**src/rtl/rtc_alarm_ctrl.sv**
```systemverilog
// RTC alarm controller: edge-detects the RTC alarm, rings for a bounded
// time, supports a limited number of snoozes and counts missed alarms.
module rtc_alarm_ctrl #(
  parameter int unsigned RING_SEC   = 60,
  parameter int unsigned SNOOZE_SEC = 300,
  parameter int unsigned MAX_SNOOZE = 3
) (
  input  logic       clk,
  input  logic       reset,
  input  logic       sec_tick,
  input  logic       alarm_in,
  input  logic       enable,
  input  logic       ack,
  input  logic       snooze_req,
  output logic       irq,
  output logic [1:0] state,
  output logic [1:0] snooze_cnt,
  output logic [7:0] missed_cnt
);

  typedef enum logic [1:0] {
    S_IDLE = 2'b00,
    S_RING = 2'b01,
    S_SNZ  = 2'b10
  } st_e;

  localparam logic [15:0] RING_LD = 16'(RING_SEC);
  localparam logic [15:0] SNZ_LD  = 16'(SNOOZE_SEC);
  localparam logic [1:0]  SNZ_MAX = 2'(MAX_SNOOZE);

  st_e         state_q;
  logic        irq_q;
  logic        alarm_q;
  logic [15:0] tmr_q;
  logic [1:0]  snz_q;
  logic [7:0]  miss_q;

  logic ev;
  logic snz_ok;
  logic last_sec;

  assign ev       = alarm_in & ~alarm_q;
  assign snz_ok   = snooze_req & (snz_q < SNZ_MAX);
  assign last_sec = (tmr_q <= 16'd1);

  assign irq        = irq_q;
  assign state      = state_q;
  assign snooze_cnt = snz_q;
  assign missed_cnt = miss_q;

  // Alarm edge tracking, ring/snooze FSM, timer and counters.
  // alarm_q resets high so a level already present at release is not an event.
  always_ff @(posedge clk or posedge reset) begin
    if (reset) begin
      state_q <= S_IDLE;
      irq_q   <= 1'b0;
      alarm_q <= 1'b1;
      tmr_q   <= 16'd0;
      snz_q   <= 2'd0;
      miss_q  <= 8'd0;
    end else begin
      alarm_q <= alarm_in;
      if (!enable) begin
        state_q <= S_IDLE;
        irq_q   <= 1'b0;
        tmr_q   <= 16'd0;
      end else if (ev) begin
        state_q <= S_RING;
        irq_q   <= 1'b1;
        tmr_q   <= RING_LD;
        snz_q   <= 2'd0;
      end else begin
        unique case (state_q)
          S_IDLE: begin
            irq_q <= 1'b0;
          end
          S_RING: begin
            if (ack) begin
              state_q <= S_IDLE;
              irq_q   <= 1'b0;
              tmr_q   <= 16'd0;
            end else if (snz_ok) begin
              state_q <= S_SNZ;
              irq_q   <= 1'b0;
              tmr_q   <= SNZ_LD;
              snz_q   <= snz_q + 2'd1;
            end else if (sec_tick) begin
              if (last_sec) begin
                state_q <= S_IDLE;
                irq_q   <= 1'b0;
                tmr_q   <= 16'd0;
                if (miss_q != 8'hFF)
                  miss_q <= miss_q + 8'd1;
              end else begin
                tmr_q <= tmr_q - 16'd1;
              end
            end
          end
          S_SNZ: begin
            if (ack) begin
              state_q <= S_IDLE;
              irq_q   <= 1'b0;
              tmr_q   <= 16'd0;
            end else if (sec_tick) begin
              if (last_sec) begin
                state_q <= S_RING;
                irq_q   <= 1'b1;
                tmr_q   <= RING_LD;
              end else begin
                tmr_q <= tmr_q - 16'd1;
              end
            end
          end
          default: begin
            state_q <= S_IDLE;
            irq_q   <= 1'b0;
            tmr_q   <= 16'd0;
          end
        endcase
      end
    end
  end

endmodule

```
**config.mk**
```make
export PLATFORM = sky130hd
export DESIGN_NAME = rtc_alarm_ctrl
export DESIGN_NICKNAME = d
export VERILOG_FILES = /design/src/rtl/rtc_alarm_ctrl.sv
export SDC_FILE = /design/constraint.sdc
export NUM_CORES = 1
export LEC_CHECK = 0
export ABC_AREA = 1
export CORE_MARGIN = 5
export CORE_UTILIZATION = 57
export DETAILED_ROUTE_END_ITERATION = 8
export PLACE_DENSITY_LB_ADDON = 0.15
export SYNTH_ARGS = -nofsm -noshare
export SYNTH_HDL_FRONTEND = slang
export SYNTH_SLANG_ARGS = --single-unit
```
**constraint.sdc**
```tcl
create_clock -name clk -period 2.49 [get_ports clk]
set_clock_uncertainty 0.15 [all_clocks]
set_input_delay 0.3735 -clock clk [delete_from_list [all_inputs] [get_ports clk]]
set_output_delay 0.3735 -clock clk [all_outputs]
set_load 0.05 [all_outputs]
```
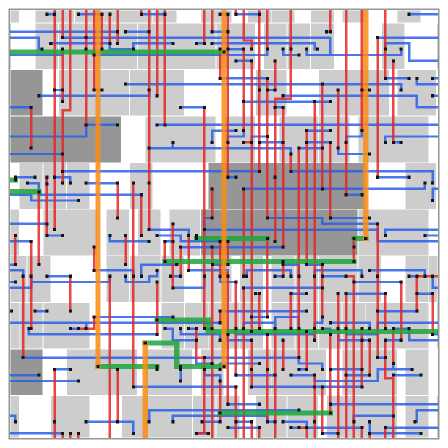
run_1/closeup.png
Window x 22 to 47, y 22 to 47 um. Cells in gray, sequential cells in the stronger gray; small squares are vias.
[orange] M4
[blue] M1
[green] M3
[red] M2
most frequent: nand2_1 (23), inv_1 (9), nand3_1 (5)
sequential cells in the window: 3
cells with their middle in the window: 70
netlist names of flops here include: tmr_q (3)

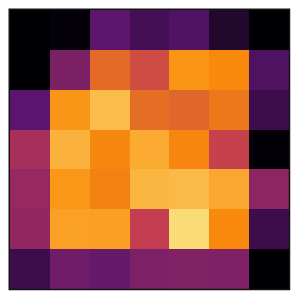
run_1/util_map.png
(4 px per um) 7 x 7 tiles, from black (low) to pale yellow (high), 0 to 100% covered.
tiles over 75% full: 25%
nearly empty tiles: 12%
mean over tiles: 47%
emptiest ninth of the die: north-west
densest ninth of the die: center
fullest tile: 92%

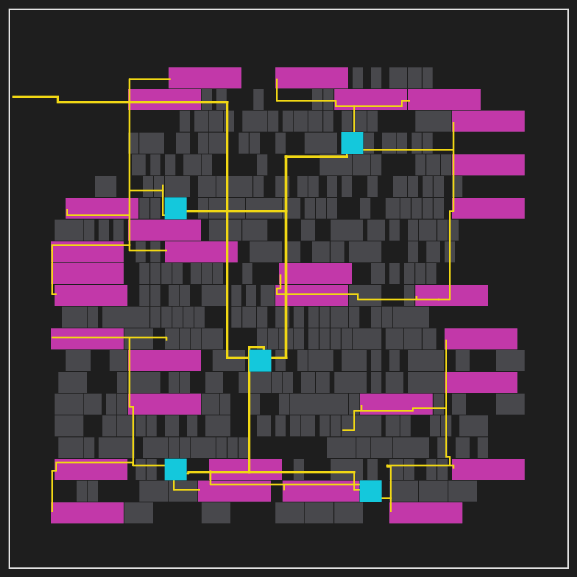
run_1/clock_wires.png
(8 px per um)
[cyan] clock-net drivers | count: 5
[magenta] flip-flops | count: 30
[yellow] clock wires | length: 444 um
routed clock nets: 6
Clock Power Share: 23.3%
power attributed to the clock group: 0.000314 W
clock latency reported for the late side of the worst-skew pair: 340 ps

==> run summary, run 1 <==
fresh numbers from the pnr run: status=finished clean, detailed-route vias per instance=4.957, Final setup viols=0, instance count on the critical path=1, length of routed met3 wiring=178 um, Die Y=69.67 um, post-synthesis cell count from yosys=274, minimum clock period=2143 ps, Setup Slack @ Placement=317.3 ps, area added between synthesis and finish=15.35%, total congestion overflow=0, Largest Pwr Group=registers, overall routed net length=4.061 mm, area figure in the yosys stat output=0.002029 mm2, standard cell area after detailed placement=0.002281 mm2, top cell type by instance count after synthesis=nand2_1, category of the critical setup timing path=reg2out, Log Warnings=29, depth of the worst register-to-register path=12, Gate Area=0.001095 mm2, count of placed standard cells including taps=339, leakage power total=1.231 nW, Tightest Hold Check Type=in2async, tally of max-capacitance violations=0, starting utilization of the core area=59.87%, Max Clk Rate=466.5 MHz, number of nets at floorplan=288, number of rows in the core area=21, Worst IR Drop VDD=0.3569 mV, sequential cell fraction of total power=42.2%, overall chip area=0.004854 mm2, flip-flops with a built-in enable=0, postcts setup bufs=0, met2 layer usage reported by global route=29.98%, post-route met1 wirelength=1.994 mm, met2 layer wire length in the routed design=1.781 mm, share of final-layout standard cells stronger than drive strength 1=12.96%, Max-Slew Margin vs Limit=65.91%, Detailed Place HPWL=3.132 mm, setup slack on the worst flop-to-flop path=520 ps, final weighted congestion of routability-driven global placement=0.8862, total via count after detailed routing=1,720, startpoint class of the critical path=flip-flop, main area contributors=dfrtp_1 (36%), nand2_1 (14%), inv_1 (8.0%), nor2_1 (5.0%), nor2_4 (4.4%), area leader, netlist=dfrtp_1, number of sinks handled by clock tree synthesis=30, Bufs and invs on worst path=1, Final TNS setup=0 ps
-- run 1: worst min path at each step --
stage                  start         to  slack (ps)
floorplan           alarm_in    alarm_q         230
global placement         irq        irq         330
detailed placement       irq        irq         330
CTS                    reset  tmr_q[11]         250
global route           reset  tmr_q[11]         290
finish                 reset   tmr_q[1]         250
-- run 1: cell families after synthesis --
family                   Yosys count  share of synthesized area (%)
XOR/XNOR                          12                          5.549
buffers and inverters             48                          9.001
flip-flops                        30                          37.05
AND/OR/NAND/NOR                  154                          37.73
adder cells (fa/ha/maj)            7                          4.315
AND-OR/OR-AND                     23                          6.351
-- run 1: layout by cell type (no fill, tap or decap), drive strengths merged --
| cell type | netlist | final |
|---|---|---|
| nor2 | 41 | 41 |
| inv | 47 | 47 |
| nor3 | 5 | 5 |
| nor3b | 1 | 1 |
| buf | 0 | 1 |
| a21oi | 7 | 7 |
| nor4 | 1 | 1 |
| or2 | 1 | 1 |
| xor2 | 5 | 5 |
| ha | 7 | 7 |
| o22ai | 1 | 1 |
| o2111ai | 1 | 1 |
| clkdlybuf4s50 | 0 | 19 |
| nand2 | 85 | 85 |
| o21ai | 12 | 12 |
| nand4 | 7 | 7 |
| o21a | 1 | 1 |
| nand3 | 13 | 13 |
| dfstp | 1 | 1 |
| clkinv | 0 | 1 |
| o21bai | 1 | 1 |
| xnor2 | 7 | 7 |
| dfrtp | 29 | 29 |
| clkbuf | 1 | 7 |
-- run 1: final cells by class --
cell class / instances / area share, %
multi-input combinational: 196 / 46.77
clock inverter: 1 / 0.2138
tap: 46 / 2.459
clock buffer: 7 / 2.352
inverter: 47 / 7.643
timing repair buffer: 20 / 8.445
sequential: 30 / 32.12
-- run 1: state kept, by name (all words and copies together) (netlist names) --
signal and cells:
alarm_q 1, irq 1, missed_cnt 8, snooze_cnt 2
state 2, tmr_q 16
==> run 1 -> run 2 <==
--- a/config.mk
+++ b/config.mk
@@ -7,7 +7,8 @@
 export LEC_CHECK = 0
 export ABC_AREA = 1
 export CORE_MARGIN = 5
-export CORE_UTILIZATION = 57
+export CORE_UTILIZATION = 59
+export CTS_BUF_LIST = sky130_fd_sc_hd__clkbuf_4 sky130_fd_sc_hd__clkbuf_8
 export DETAILED_ROUTE_END_ITERATION = 8
 export PLACE_DENSITY_LB_ADDON = 0.15
 export SYNTH_ARGS = -nofsm -noshare
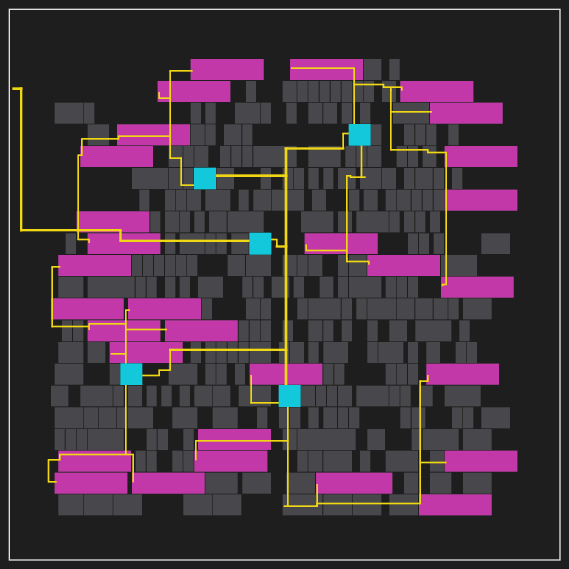
run_2/clock_wires.png
(8 px per um)
[cyan] clock-net drivers | count: 5
[magenta] flip-flops | count: 30
[yellow] clock wires | length: 407 um
flops lie: widely spread
routed clock nets: 6

==> run summary, run 2 <==
fresh numbers from the pnr run: area leader, netlist=dfrtp_1, setup slack on the worst flop-to-flop path=530 ps, postcts setup bufs=0, sequential cell fraction of total power=42.3%, Tightest Hold Check Type=in2async, detailed-route vias per instance=4.928, starting utilization of the core area=60.82%, number of rows in the core area=21, minimum clock period=2131 ps, status=finished clean, Final TNS setup=0 ps, met2 layer usage reported by global route=32.18%, Largest Pwr Group=registers, top cell type by instance count after synthesis=nand2_1, Setup Slack @ Placement=308.6 ps, Detailed Place HPWL=3.182 mm, overall routed net length=3.980 mm, Clock Power Share=23.3%, area figure in the yosys stat output=0.002029 mm2, startpoint class of the critical path=flip-flop, leakage power total=1.235 nW, power attributed to the clock group=0.000313 W, Max-Slew Margin vs Limit=65.85%, main area contributors=dfrtp_1 (36%), nand2_1 (14%), inv_1 (8.0%), nor2_1 (5.0%), nor2_4 (4.4%), count of placed standard cells including taps=339, category of the critical setup timing path=reg2out, number of nets at floorplan=288, clock latency reported for the late side of the worst-skew pair=330 ps, Final setup viols=0, Max Clk Rate=469.4 MHz, Bufs and invs on worst path=1, number of sinks handled by clock tree synthesis=30, share of final-layout standard cells stronger than drive strength 1=13.29%, area added between synthesis and finish=15.54%, number of flip-flops in the largest register=16, Worst IR Drop VDD=0.3402 mV, total via count after detailed routing=1,710, tally of max-capacitance violations=0, Die Y=68.65 um, depth of the worst register-to-register path=12, flip-flops with a built-in enable=0, largest register by flop count=tmr_q, total congestion overflow=0, most common cell after layout, fill and taps aside=nand2_1
[run 2: cells by family (layout without fill, tap and decap cells)]
| family | after synthesis | after routing | share of synthesized area (%) |
|---|---|---|---|
| flops | 30 | 30 | 37.05 |
| simple gates | 154 | 154 | 37.73 |
| xor+xnor | 12 | 12 | 5.549 |
| compound gates | 23 | 23 | 6.351 |
| fa+ha+maj | 7 | 7 | 4.315 |
| buf+inv | 48 | 75 | 9.001 |
[run 2: through the flow]
stage	area, um2	hold slack [ps]
2_1_floorplan	2029	228.0
3_3_place_gp	2281	329.6
3_5_place_dp	2281	360.7
4_1_cts	2345	264.9
5_1_grt	2345	302.2
6_report	2345	251.7
[run 2: layer usage]
layer | up-vias | wire [um]
met5 | - | 0
met4 | 0 | 48
met3 | 7 | 132
met2 | 26 | 1849
met1 | 777 | 1949
li1 | 900 | -
[run 2: cell type report]
| type | instances | area (um2) | share of cell area [%] |
|---|---|---|---|
| multi-input combinational | 196 | 1095 | 46.69 |
| inverter | 47 | 178.9 | 7.631 |
| clock inverter | 1 | 5.005 | 0.2134 |
| clock buffer | 7 | 58.81 | 2.508 |
| timing repair buffer | 20 | 197.7 | 8.431 |
| tap | 46 | 57.56 | 2.455 |
| sequential | 30 | 752.0 | 32.07 |
[run 2: worst min-delay path: stages]
cell and delay (ps):
clkdlybuf4s50_1 390, inv_1 50, buf_4 340
[run 2: worst max-delay path by stage]
stage / to / start / depth (start not counted) / slack, ps
floorplan: tmr_q[15] / state[1] / 12 / 410
global placement: missed_cnt[4] / enable / 9 / 320
detailed placement: missed_cnt[4] / enable / 9 / 310
CTS: missed_cnt[4] / missed_cnt[4] / 1 / 330
global route: missed_cnt[4] / missed_cnt[4] / 1 / 290
finish: missed_cnt[4] / missed_cnt[4] / 1 / 360
==> run 2 -> run 3 <==
--- a/config.mk
+++ b/config.mk
@@ -6,6 +6,7 @@
 export NUM_CORES = 1
 export LEC_CHECK = 0
 export ABC_AREA = 1
+export CORE_ASPECT_RATIO = 1.4
 export CORE_MARGIN = 5
 export CORE_UTILIZATION = 59
 export CTS_BUF_LIST = sky130_fd_sc_hd__clkbuf_4 sky130_fd_sc_hd__clkbuf_8
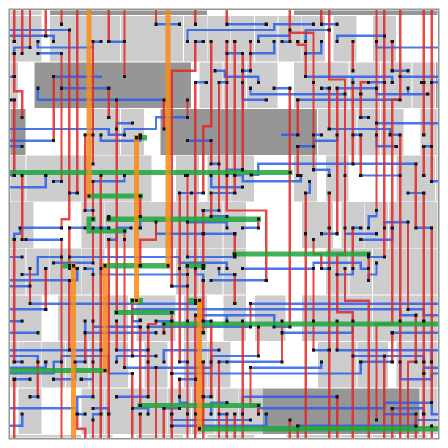
run_3/closeup.png
Window x 17 to 42, y 27 to 52 um. Cells in gray, sequential cells in the stronger gray; small squares are vias.
[blue] M1
[orange] M4
[red] M2
[green] M3
netlist names of flops here include: tmr_q (2), irq (1)
cells with their middle in the window: 80
sequential cells in the window: 3
most frequent: nand2_1 (32), nor2_1 (8), inv_1 (7)

==> run summary, run 3 <==
fresh numbers from the pnr run: Max-Slew Margin vs Limit=65.68%, detailed-route vias per instance=5.164, depth of the worst register-to-register path=12, share of final-layout standard cells stronger than drive strength 1=13.29%, uppermost layer routed=met4, overall chip area=0.004729 mm2, Max Clk Rate=474.8 MHz, leakage power total=1.243 nW, area figure in the yosys stat output=0.002029 mm2, final weighted congestion of routability-driven global placement=0.8858, Bufs and invs on worst path=1, portion of synthesized cell area occupied by the leading cell type=35.76%, length of routed met3 wiring=168 um, flip-flops with a built-in enable=0, startpoint class of the critical path=flip-flop, number of rows in the core area=25, Log Warnings=29, number of sinks handled by clock tree synthesis=30, tally of max-capacitance violations=0, main area contributors=dfrtp_1 (36%), nand2_1 (14%), inv_1 (8.0%), nor2_1 (5.0%), nor2_4 (4.4%), minimum clock period=2106 ps, setup slack on the worst flop-to-flop path=510 ps, status=finished clean, category of the critical setup timing path=reg2out, area leader, netlist=dfrtp_1, top library cells by usage in the layout, fill and taps aside=nand2_1 (77), inv_1 (43), dfrtp_1 (29), Worst IR Drop VDD=0.3987 mV, top cell type by instance count after synthesis=nand2_1, post-route met1 wirelength=1.815 mm, Tightest Hold Check Type=in2async, number of flip-flops in the largest register=16, Final TNS setup=0 ps, count of placed standard cells including taps=333, met2 layer wire length in the routed design=2.385 mm, number of nets at floorplan=288, Detailed Place HPWL=3.375 mm, postcts setup bufs=0, power density over cell area=620.6 mW/mm2, Final setup viols=0, largest register by flop count=tmr_q, clock latency reported for the late side of the worst-skew pair=290 ps
run 3: how the worst max path moves through the flow:
stage | startpoint | endpoint | slack [ps] | cells after the start
2_1_floorplan | state[1] | tmr_q[15] | 410 | 12
3_3_place_gp | ack | missed_cnt[4] | 280 | 10
3_5_place_dp | ack | missed_cnt[4] | 270 | 10
4_1_cts | missed_cnt[2] | missed_cnt[2] | 360 | 1
5_1_grt | missed_cnt[2] | missed_cnt[2] | 320 | 1
6_report | missed_cnt[2] | missed_cnt[2] | 380 | 1
run 3: cell families after synthesis:
kind of cell / synth area share (%)
simple gates: 37.73
xor+xnor: 5.549
compound gates: 6.351
buf+inv: 9.001
fa+ha+maj: 4.315
flops: 37.05
run 3: cell type report:
cell class,count,area (um2),area share (%)
flip-flops and latches,30,752.0,31.75
clock buffers,6,82.58,3.487
inverters,47,178.9,7.554
multi-input cells,196,1095,46.22
repair buffers,20,197.7,8.347
well taps,40,50.05,2.113
clock inverters,2,12.51,0.5283
run 3: report_power, final:
part           leakage, nW  switching, W  internal [W]
clock network       0.0472      0.000198      0.000222
registers            0.406     0.0000417      0.000528
logic                0.790      0.000316      0.000163
run 3: per-stage QoR:
step	setup slack (ps)	total power (W)	hold WS, ps	instance area, um2	util (%)
floorplan	408.2	0.0009364	228.0	2029	-
global placement	279.3	0.001055	348.5	2273	67.93
detailed placement	272.2	0.001057	343.8	2273	67.93
CTS	360.6	0.001478	318.6	2369	70.77
global route	319.5	0.001567	380.9	2369	70.77
finish	383.7	0.001470	311.2	2369	70.77
Power and IR drop assume default switching activity.
